### src/rtl/alt_ddrx_ecc_encoder_pipe.sv
// Two-stage pipelined SECDED encoder for the DDRX write datapath (64->72 or 32->40).
// Optional error injection on the stage-2 codeword is enabled with ALT_DDRX_ECC_ERR_INJECT_EN.
module alt_ddrx_ecc_encoder_pipe #(
  parameter int unsigned INPUT_DATA_WIDTH  = 64,
  parameter int unsigned OUTPUT_DATA_WIDTH = 72
) (
  input  logic                         ctl_clk,
  input  logic                         ctl_reset_n,
  input  logic                         in_valid,
  output logic                         in_ready,
  input  logic [INPUT_DATA_WIDTH-1:0]  in_data,
  output logic                         out_valid,
  input  logic                         out_ready,
  output logic [OUTPUT_DATA_WIDTH-1:0] out_data,
  output logic [31:0]                  enc_count
`ifdef ALT_DDRX_ECC_ERR_INJECT_EN
  ,
  input  logic                         err_inject_req,
  input  logic [OUTPUT_DATA_WIDTH-1:0] err_inject_mask
`endif
);

  localparam int unsigned IW = INPUT_DATA_WIDTH;
  localparam int unsigned OW = OUTPUT_DATA_WIDTH;
  localparam int unsigned CW = (IW == 64) ? 7 : 6;

  if (!((IW == 64 && OW == 72) || (IW == 32 && OW == 40))) begin : g_bad_width
    $error("alt_ddrx_ecc_encoder_pipe: width pair must be 64/72 or 32/40");
  end

  // Data bits that feed check bit ci: data bit k sits at the k-th non-power-of-two position from 3.
  function automatic logic [IW-1:0] chk_mask(input int unsigned ci);
    logic [IW-1:0] m;
    int unsigned   pos;
    m   = '0;
    pos = 3;
    for (int unsigned k = 0; k < IW; k++) begin
      if ((pos & (pos - 1)) == 0) pos++;
      m[k] = pos[ci];
      pos++;
    end
    return m;
  endfunction

  logic [CW-1:0] chk_c;
  for (genvar i = 0; i < CW; i++) begin : g_chk
    localparam logic [IW-1:0] MASK = chk_mask(i);
    assign chk_c[i] = ^(in_data & MASK);
  end

  logic          s1_valid;
  logic [IW-1:0] s1_data;
  logic [CW-1:0] s1_chk;
  logic          s1_load_c;
  logic          s2_load_c;
  logic [OW-1:0] cw_c;
  logic [OW-1:0] inj_c;

  assign s2_load_c = out_ready || !out_valid;
  assign s1_load_c = s2_load_c || !s1_valid;
  assign in_ready  = s1_load_c;

  // Overall parity covers data and check bits; unused top bit of the 40-bit code stays 0.
  assign cw_c = OW'({^{s1_data, s1_chk}, s1_chk, s1_data});

  always_ff @(posedge ctl_clk or negedge ctl_reset_n) begin
    if (!ctl_reset_n) begin
      s1_valid <= 1'b0;
      s1_data  <= '0;
      s1_chk   <= '0;
    end else if (s1_load_c) begin
      s1_valid <= in_valid;
      if (in_valid) begin
        s1_data <= in_data;
        s1_chk  <= chk_c;
      end
    end
  end

  always_ff @(posedge ctl_clk or negedge ctl_reset_n) begin
    if (!ctl_reset_n) begin
      out_valid <= 1'b0;
      out_data  <= '0;
    end else if (s2_load_c) begin
      out_valid <= s1_valid;
      if (s1_valid) out_data <= cw_c ^ inj_c;
    end
  end

  always_ff @(posedge ctl_clk or negedge ctl_reset_n) begin
    if (!ctl_reset_n) begin
      enc_count <= '0;
    end else if (out_valid && out_ready && (enc_count != 32'hFFFF_FFFF)) begin
      enc_count <= enc_count + 32'd1;
    end
  end

`ifdef ALT_DDRX_ECC_ERR_INJECT_EN
  logic          inj_armed;
  logic [OW-1:0] inj_mask;

  // A new request wins over the clear, so it re-arms for the word after the one being corrupted.
  always_ff @(posedge ctl_clk or negedge ctl_reset_n) begin
    if (!ctl_reset_n) begin
      inj_armed <= 1'b0;
      inj_mask  <= '0;
    end else if (err_inject_req) begin
      inj_armed <= 1'b1;
      inj_mask  <= err_inject_mask;
    end else if (s2_load_c && s1_valid) begin
      inj_armed <= 1'b0;
    end
  end

  assign inj_c = inj_armed ? inj_mask : '0;
`else
  assign inj_c = '0;
`endif

endmodule
### config.mk
export PLATFORM = sky130hd
export DESIGN_NAME = alt_ddrx_ecc_encoder_pipe
export DESIGN_NICKNAME = d
export VERILOG_FILES = /design/src/rtl/alt_ddrx_ecc_encoder_pipe.sv
export SDC_FILE = /design/constraint.sdc
export NUM_CORES = 1
export LEC_CHECK = 0
export ABC_AREA = 1
export CAP_MARGIN = 20
export CORE_MARGIN = 4
export CORE_UTILIZATION = 30
export CTS_BUF_LIST = sky130_fd_sc_hd__clkbuf_8
export DETAILED_ROUTE_END_ITERATION = 8
export GPL_ROUTABILITY_DRIVEN = 0
export PLACE_DENSITY = 0.54
export SLEW_MARGIN = 25
export SYNTH_ARGS = -nofsm -noshare
export SYNTH_HDL_FRONTEND = slang
export SYNTH_SLANG_ARGS = --single-unit
export TNS_END_PERCENT = 30
### constraint.sdc
create_clock -name ctl_clk -period 1.7 [get_ports ctl_clk]
set_input_delay 0.34 -clock ctl_clk [delete_from_list [all_inputs] [get_ports ctl_clk]]
set_output_delay 0.34 -clock ctl_clk [all_outputs]
set_load 0.01 [all_outputs]
M3 wires:
Scale bar: 50 microns.
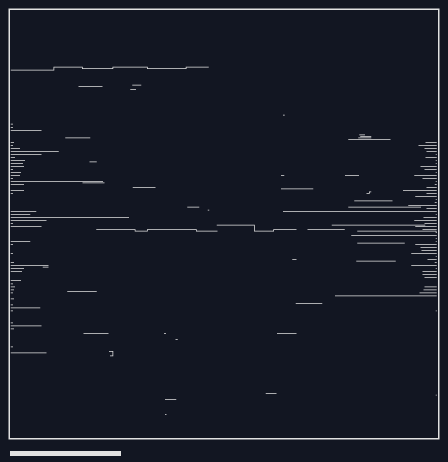
nets with wire on the layer	119
longest straight run	69.2 microns
routing usage on met3: 3.29%
WL final: 29.0 mm

Signal wires on met2:
Cells faint in the background.
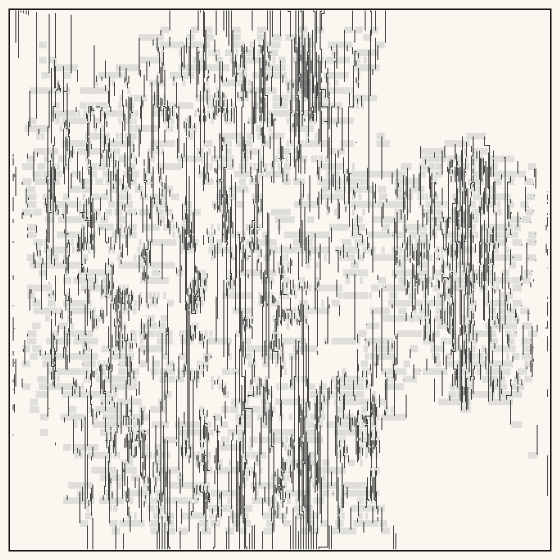
longest straight run	59.8 microns
share of all routed wire	46%
total number of vias: 9,579
met2 Usage GRT: 25.4%

==> flow_summary_export.csv <==
group,metric,value,unit
die,num_io_pins,174,
final_timing,rsz0062_at_grt,"yes",
worst_setup_path,path_class,"register to register",
worst_setup_path,path_buffers,4,
job,log.warning_count,28,
outcome,violations,"setup timing",
global_routing,grt_pass1_vias,9422,
die,core_area,33700,sq um
yosys,syn_avg_cell_area,7.35,sq um
yosys,ys_types,32,
cts,numCtsBuffers,17,
job,maxCapViolations,0,
layout,sh_seq_area,30.0,%
cts,cts_tree,"yes",
layout,fillers,3445,
worst_setup_path,worstPathRequired,2080,ps
layout,synthToLayoutAreaGrowth,43.4,%
min_path,whs_endpoint,"s1_data[62]",
min_path,hp-start,"in_data[62]",
layout,signal_buffers,365,
layout,diodes,0,
power,internal-power,10000,uW
final_timing,finalClockPeriodUsage,111,%
final_timing,max_slew_margin,69.0,%
placement,dp_hpwl,22.6,mm
cts,htreeDepth,4,
detailed_routing,dr.max_layer_used,"met5",
yosys,syn_inst,1404,
layout,clk_share,2.99,%
yosys,flop_cell,"dfrtp_1",
detailed_routing,wl_per_cell,13.1,microns
final_timing,whs,144,ps
yosys,postSynth.asyncResetShare,100,%
detailed_routing,viasPerCell,4.32,
global_routing,grtUsageTotal,15.5,%
final_timing,drv_slew,0,
worst_setup_path,crit_path_cell_trace,"buf_6 > ha_4 > inv_4 > nor3_4 > nand2_2 > nor2_1 > nand4_1 > nand2_4 > nor3_4 > buf_12 > buf_6 > xor2_1",
cts,cts_resized,148,
cts,post_cts_buffers,17,
final_timing,finalHoldViolCount,0,
die,die_width,193,microns
yosys,synth_warnings,0,
outcome,status,"finished, violations left",
power,clkPwrFrac,20.3,%
die,n_tap_cell,448,
layout,regMostFlops,"out_data",
power,powerSeq,5830,uW
layout,bufAreaShareNonClock,22.1,%
detailed_routing,dr_wl_met3,1.27,mm
worst_setup_path,crit_arrival,2260,ps
power,power_density,1110,nW/um^2
worst_setup_path,crit_start,"enc_count[1]",
layout,largest_reg_flops,72,
power,p_leak,0.00780,uW
layout,comb_cells,1064,
yosys,synth.yosys.seq_area_share,43.0,%
yosys,synth-edff-count,0,
die,initCoreUtil,30.6,%
final_timing,finalWorstSetupSlack,-179,ps
final_timing,skew,11.0,ps
worst_setup_path,crit_family,"simple AND/OR/NAND/NOR gates",
global_routing,grt_pass1_wl,47.8,mm
final_timing,fmax,532,MHz
layout,lay_top_count,"nand2_1",
final_timing,tns,-3140,ps
yosys,synth_adder_area_share,0.121,%
global_routing,busiest_layer,"met2",
yosys,yosys_area,10300,sq um
worst_setup_path,start_kind,"register",
cts,clkLatencyLatePin,480,ps
power,maxPowerGroup,"combinational logic",
layout,lay_top_cells,"nand2_1 (651), dfrtp_1 (174), buf_4 (169), inv_1 (115), o21ai_0 (107)",
worst_setup_path,setup.worst_path.end,"enc_count[13]",
power,swShare,39.1,%
min_path,holdPathStages,3,
worst_setup_path,cp_num_cells,12,
placement,numPlacedInstances,2155,
cts,clk_pin_slew,100,ps
cts,cts.sinks,177,
cts,clk_path_buf_depth,2,
worst_setup_path,crit_path_max_fanout,6,
final_timing,setup_viol,33,
layout,seq_area,4430,sq um
yosys,yosys.area_share.aoi,5.48,%
yosys,top_logic_kind,"simple AND/OR/NAND/NOR gates",
Power and IR drop assume default switching activity.
